## src/rtl/gpr_file_pkg.sv

```systemverilog
// Shared types and index helpers for the multi-ported GPR file.
// Packed port buses are sliced with the helpers below.
package gpr_file_pkg;

  localparam int LANE_W = 8;

  typedef enum logic {
    ST_IDLE = 1'b0,
    ST_INIT = 1'b1
  } init_state_e;

  function automatic int bytes_of(input int data_w);
    return data_w / LANE_W;
  endfunction

  function automatic int slice_lsb(input int idx, input int width);
    return idx * width;
  endfunction

  function automatic int lane_lsb(input int lane);
    return lane * LANE_W;
  endfunction

endpackage

```

## src/rtl/gpr_init_fsm.sv

```systemverilog
// Sequential clear engine: walks every entry once after reset or a clear request.
// It holds busy high until the walk reaches the last entry.
module gpr_init_fsm
  import gpr_file_pkg::*;
#(
  parameter int ADDR_W = 5
) (
  input  logic              clk,
  input  logic              rst,
  input  logic              clear_req,
  output logic              busy,
  output logic              clr_en,
  output logic [ADDR_W-1:0] clr_addr
);

  init_state_e       state_reg;
  logic [ADDR_W-1:0] ptr_reg;
  logic              busy_reg;

  always_ff @(posedge clk) begin
    if (!rst) begin
      state_reg <= ST_INIT;
      ptr_reg   <= '0;
      busy_reg  <= 1'b1;
    end else begin
      case (state_reg)
        ST_INIT: begin
          ptr_reg <= ptr_reg + ADDR_W'(1);
          if (ptr_reg == {ADDR_W{1'b1}}) begin
            state_reg <= ST_IDLE;
            busy_reg  <= 1'b0;
          end
        end
        default: begin
          if (clear_req) begin
            state_reg <= ST_INIT;
            ptr_reg   <= '0;
            busy_reg  <= 1'b1;
          end
        end
      endcase
    end
  end

  // No entry is touched while reset is held, so the clear strobe is gated by rst.
  assign clr_en   = rst & (state_reg == ST_INIT);
  assign clr_addr = ptr_reg;
  assign busy     = busy_reg;

endmodule

```

## src/rtl/gpr_file_mp.sv

```systemverilog
// Multi-ported GPR array with byte-lane writes, optional write-to-read bypass
// and an optional hardwired-zero entry 0.
module gpr_file_mp
  import gpr_file_pkg::*;
#(
  parameter int DATA_W   = 32,
  parameter int ADDR_W   = 5,
  parameter int NUM_RD   = 2,
  parameter int NUM_WR   = 1,
  parameter int ZERO_REG = 1,
  parameter int BYPASS   = 1
) (
  input  logic                            clk,
  input  logic                            rst,
  input  logic [NUM_RD*ADDR_W-1:0]        rd_addr,
  output logic [NUM_RD*DATA_W-1:0]        rd_data,
  input  logic [NUM_WR-1:0]               wr_en,
  input  logic [NUM_WR*ADDR_W-1:0]        wr_addr,
  input  logic [NUM_WR*(DATA_W/8)-1:0]    wr_be,
  input  logic [NUM_WR*DATA_W-1:0]        wr_data,
  input  logic                            clear_req,
  output logic                            busy
);

  localparam int DEPTH = 1 << ADDR_W;
  localparam int BYTES = bytes_of(DATA_W);

  logic [DATA_W-1:0] mem_reg  [DEPTH];
  logic [DATA_W-1:0] mem_next [DEPTH];

  logic              clr_en;
  logic [ADDR_W-1:0] clr_addr;

  logic [ADDR_W-1:0] wr_addr_a [NUM_WR];
  logic [BYTES-1:0]  wr_be_a   [NUM_WR];
  logic [DATA_W-1:0] wr_data_a [NUM_WR];
  logic [NUM_WR-1:0] wr_act;

  gpr_init_fsm #(
    .ADDR_W (ADDR_W)
  ) u_init (
    .clk       (clk),
    .rst       (rst),
    .clear_req (clear_req),
    .busy      (busy),
    .clr_en    (clr_en),
    .clr_addr  (clr_addr)
  );

  genvar gi;
  generate
    for (gi = 0; gi < NUM_WR; gi++) begin : g_wr
      assign wr_addr_a[gi] = wr_addr[slice_lsb(gi, ADDR_W) +: ADDR_W];
      assign wr_be_a[gi]   = wr_be[slice_lsb(gi, BYTES) +: BYTES];
      assign wr_data_a[gi] = wr_data[slice_lsb(gi, DATA_W) +: DATA_W];
      // A write aimed at the hardwired-zero entry behaves as if never issued.
      assign wr_act[gi]    = wr_en[gi] & ~((ZERO_REG != 0) && (wr_addr_a[gi] == '0));
    end
  endgenerate

  // Ports are applied in ascending order so the highest port owns each contested lane.
  always_comb begin
    mem_next = mem_reg;
    if (clr_en) begin
      mem_next[clr_addr] = '0;
    end else if (rst && !busy) begin
      for (int w = 0; w < NUM_WR; w++) begin
        if (wr_act[w]) begin
          for (int b = 0; b < BYTES; b++) begin
            if (wr_be_a[w][b]) begin
              mem_next[wr_addr_a[w]][lane_lsb(b) +: LANE_W] = wr_data_a[w][lane_lsb(b) +: LANE_W];
            end
          end
        end
      end
    end
  end

  always_ff @(posedge clk) begin
    mem_reg <= mem_next;
  end

  generate
    for (gi = 0; gi < NUM_RD; gi++) begin : g_rd
      logic [ADDR_W-1:0] raddr;
      logic [DATA_W-1:0] word;

      assign raddr = rd_addr[slice_lsb(gi, ADDR_W) +: ADDR_W];

      always_comb begin
        word = mem_reg[raddr];
        if (BYPASS != 0) begin
          for (int w = 0; w < NUM_WR; w++) begin
            for (int b = 0; b < BYTES; b++) begin
              if (wr_act[w] && wr_be_a[w][b] && (wr_addr_a[w] == raddr)) begin
                word[lane_lsb(b) +: LANE_W] = wr_data_a[w][lane_lsb(b) +: LANE_W];
              end
            end
          end
        end
        if (busy || ((ZERO_REG != 0) && (raddr == '0))) begin
          word = '0;
        end
      end

      assign rd_data[slice_lsb(gi, DATA_W) +: DATA_W] = word;
    end
  endgenerate

endmodule

```

## config.mk

```make
export PLATFORM = sky130hd
export DESIGN_NAME = gpr_file_mp
export DESIGN_NICKNAME = d
export VERILOG_FILES = /design/src/rtl/gpr_file_pkg.sv /design/src/rtl/gpr_init_fsm.sv /design/src/rtl/gpr_file_mp.sv
export SDC_FILE = /design/constraint.sdc
export NUM_CORES = 2
export LEC_CHECK = 0
export CAP_MARGIN = 15
export CORE_MARGIN = 2
export CORE_UTILIZATION = 35
export CTS_BUF_LIST = sky130_fd_sc_hd__clkbuf_4 sky130_fd_sc_hd__clkbuf_8
export DETAILED_ROUTE_END_ITERATION = 10
export PLACE_DENSITY = 0.48
export SYNTH_ARGS = -nofsm -noshare
export SYNTH_HDL_FRONTEND = slang
export SYNTH_SLANG_ARGS = --single-unit
```

## constraint.sdc

```tcl
create_clock -name clk -period 2.4 [get_ports clk]
set_input_delay 0.36 -clock clk [delete_from_list [all_inputs] [get_ports clk]]
set_output_delay 0.36 -clock clk [all_outputs]
set_load 0.005 [all_outputs]
```

**Congestion heat map**

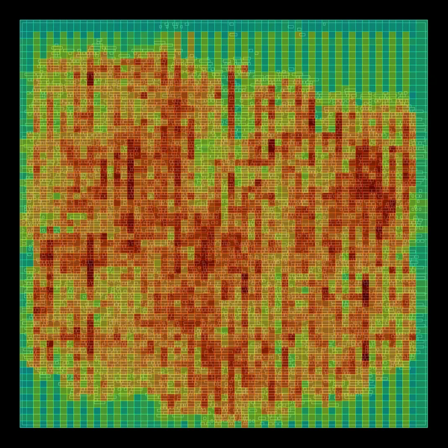
met1 usage in global routing: 0.4296
DR WL/cell: 36.23 um
global-route track usage on met2: 0.4924
final core utilization: 0.4807
met3 GRT Util: 0.08756

**Placement by cell class**

The bar under the picture is 100 um long.
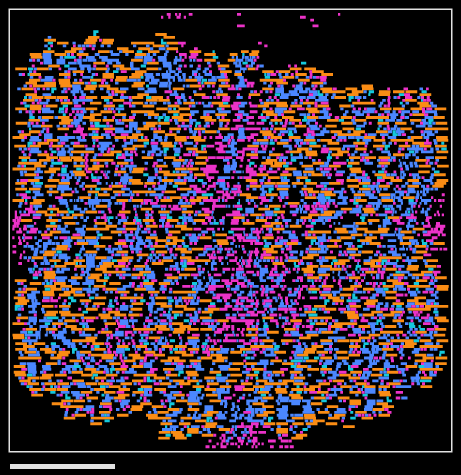
[blue] combinational and other logic | cells: 2583 | share of their area: 37%
[cyan] clock drivers and dummy loads | cells: 345 | share of their area: 4.6%
[orange] flops | cells: 1031 | share of their area: 39%
[magenta] other buffers and delay cells | cells: 1649 | share of their area: 20%

**Where the registers sit**

Other sequential cells in the stronger gray, the rest of the logic in the fainter gray.
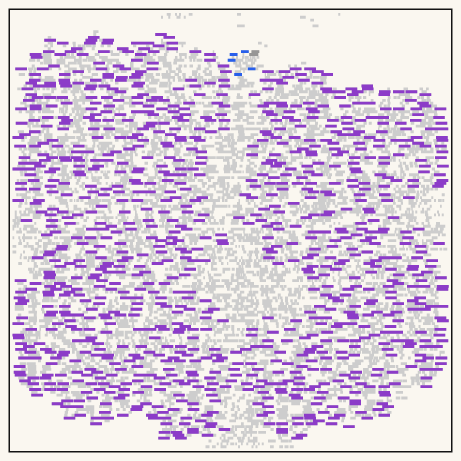
[purple] mem_reg | sequential cells: 1024 | where: all over the die
[blue] u_init.clr_addr | sequential cells: 5 | where: north
not colored: 2
sequential logic power: 21.4 mW
Seq area share: 0.3751
register area: 30890 um2

==> results.json <==
{
  "fin_skew_ns": 0.03996,
  "drv_slew": 0,
  "yosysCellCount": 4188,
  "numSynthFlops": 1031,
  "clock_sinks": 1031,
  "tritoncts": "yes",
  "comb_share": 0.3536,
  "power_frac_comb": 0.197,
  "path_cells": "mux2_4 -> a221o_1 -> o22ai_1 -> buf_4 -> nor3_2 -> a221o_2 -> buf_2",
  "ff_count": 1031,
  "final_cell_mix": "buf_4 (1216), edfxtp_1 (1024), a22o_1 (1002)",
  "ant_nets": 0,
  "comb-power_mw": 9.52,
  "synth-simple-area-share": 0.03014,
  "min_delay_path_depth": 3,
  "power_leader": "sequential cells",
  "reg2reg_from": "u_init.state_reg",
  "num-multi-input-gates": 2570,
  "setup_ws_ns": -0.9628,
  "num_vias": 51778,
  "num_io_pins": 120,
  "yosys_most_used_dff": "edfxtp_1",
  "worstSetupEndpointType": "primary output",
  "lay_top_count": "buf_4",
  "fin_crit_ns": 3.363,
  "power.share.switching": 0.2907,
  "hold_class": "input port to register",
  "cts_buffers": 186,
  "finalPower_mw": 48.27,
  "fin_area_um2": 82370,
  "numPortBuffers": 119,
  "layout-drive-gt1-share": 0.4907,
  "cp-start-kind": "register",
  "grt_max_degree": 46,
  "ys_sh_xor": 0.001723,
  "async_flop_share": 0,
  "path_buffers": 2,
  "cts-root-buf": "clkbuf_8",
  "largest_reg_flops": 1024,
  "status": "finished with violations",
  "arrival_ns": 3.00,
  "clkCellAreaFrac": 0.04468,
  "routed_via_density": 6.534,
  "inv_count": 13,
  "fillCellCount": 15215,
  "largest_class": "sequential cells",
  "p_leak_nw": 31.67,
  "clk_pin_slew_ns": 0.06,
  "place_hpwl_um": 202700,
  "tool_warnings": 35,
  "syn_area_per_cell_um2": 14.39,
  "gp_congestion": 0.9584,
  "min_to": "u_init.busy",
  "p_sw_mw": 14.04,
  "rr_worst_depth": 6,
  "slew_headroom": 0.3483,
  "violations": "setup timing",
  "r2r_end": "mem_reg[90]",
  "syn_nets": 4248,
  "aoi_share": 0.2191,
  "max_clock_freq_ghz": 0.2974,
  "synthesis.area_um2": 60280,
  "setup_viol": 64,
  "crit_type": "register to primary output",
  "synth-adder-area-share": 0.001038,
  "antenna_cells": 7,
  "min_period_over_period": 1.401,
  "cp_top_family": "AND-OR/OR-AND gates",
  "fp_util": 0.3518,
  "drt_iter0_drc": 7243,
  "grt_pass1_vias": 50704,
  "grt_use_total": 0.3218,
  "synthTopLogicFamily": "AND-OR/OR-AND gates",
  "placed_area_um2": 76350,
  "holdCritStartpoint": "clear_req",
  "edf_count": 1024,
  "p_seq_frac": 0.444,
  "critPathSlowestCell": "edfxtp_1",
  "crit_path_max_incr_delay_ns": 0.42,
  "ys_types": 72,
  "taps": 2310,
  "r2r_slack_ns": 0.24,
  "powerDensity_nw_per_um2": 586.1,
  "dpl_worst_slack_ns": -1.447
}
**PDN straps and rails**

Pins as bars on the die edge. Tap cells in gray.
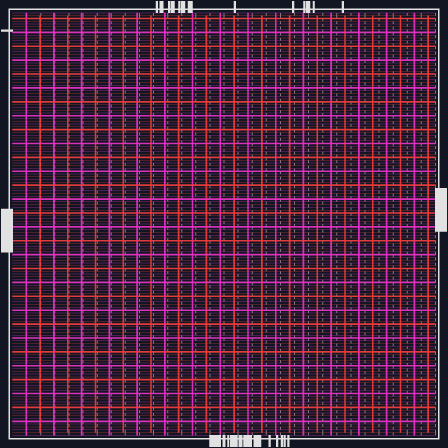
[magenta] VSS
[red] VDD
signal pins: 120
met5 straps: 30
met4 straps: 30
met1 rails: 153
Core ar.: 171400 um2
die height: 419.0 um
die width: 419.0 um
Max IR drop VDD: 0.6045 mV

**Clock distribution**

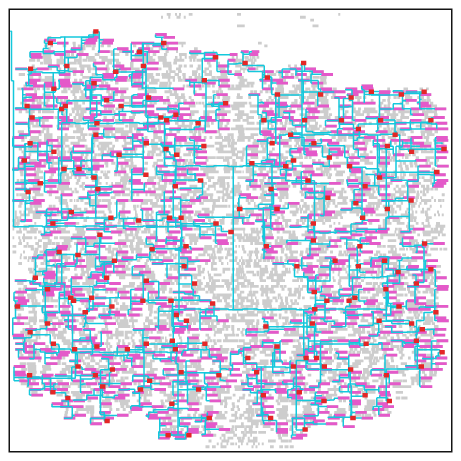
[magenta] flip-flops | count: 1031
[cyan] clock wires | length: 17200 um
[red] clock drivers | count: 186
flops lie: all over the die
routed clock nets: 187
share of total power in the clock network: 0.359
Clk power: 17.3 mW

cells in the mapped netlist, types with 31 or more instances:
master,instances,area (um2)
buf_2,74,370.4
a221o_1,54,540.5
and3_1,44,275.3
edfxtp_1,1024,30750
clkbuf_1,421,1580
a211o_1,33,289.0
a21oi_1,190,950.9
a22o_1,1006,8811
buf_6,34,382.9
mux2i_1,68,680.7
o22ai_1,58,362.9
mux2_2,34,382.9
mux4_2,448,10090
nand2_1,57,214.0
nor2_1,89,334.1
nand2b_1,37,231.5
o221ai_1,31,271.5
a211oi_1,38,285.3
a32o_1,32,320.3
a22oi_1,108,810.8
mux2_1,32,360.4
repair_timing:
action | in CTS | in global routing
resized | 572 | 107
setup buffers | 94 | 17
endpoints found under the setup margin | 73 | 64
pin swaps | 194 | 122
worst max path at each step:
stage                       from           end  depth (start not counted)
floorplan                    rst  mem_reg[680]                          7
global placement      wr_addr[3]   rd_data[44]                          9
detailed placement    rd_addr[9]   rd_data[46]                          9
CTS                 mem_reg[389]   rd_data[37]                          7
global route        mem_reg[502]   rd_data[54]                          7
finish              mem_reg[502]   rd_data[54]                          7
per-stage QoR:
| step | utilization | hold WS, ns | cells |
|---|---|---|---|
| 2_1_floorplan | - | 0.4362 | 4188 |
| 4_1_cts | 0.4775 | 0.1339 | 7915 |
| 3_3_place_gp | 0.4456 | 0.5618 | 7489 |
| 5_1_grt | 0.4806 | 0.2155 | 7921 |
| 6_report | 0.4807 | 0.1948 | 7925 |
| 3_5_place_dp | 0.4456 | 0.5720 | 7489 |
metal layers:
metal,track usage,wire [um],up-vias
met4,0.1351,12930,2
met3,0.08756,32300,636
met5,0.0008336,13,-
met2,0.4924,129300,3586
met1,0.4296,112600,27002
li1,-,-,20552
Power figures rest on the tool's default switching activity, not on a simulated workload.
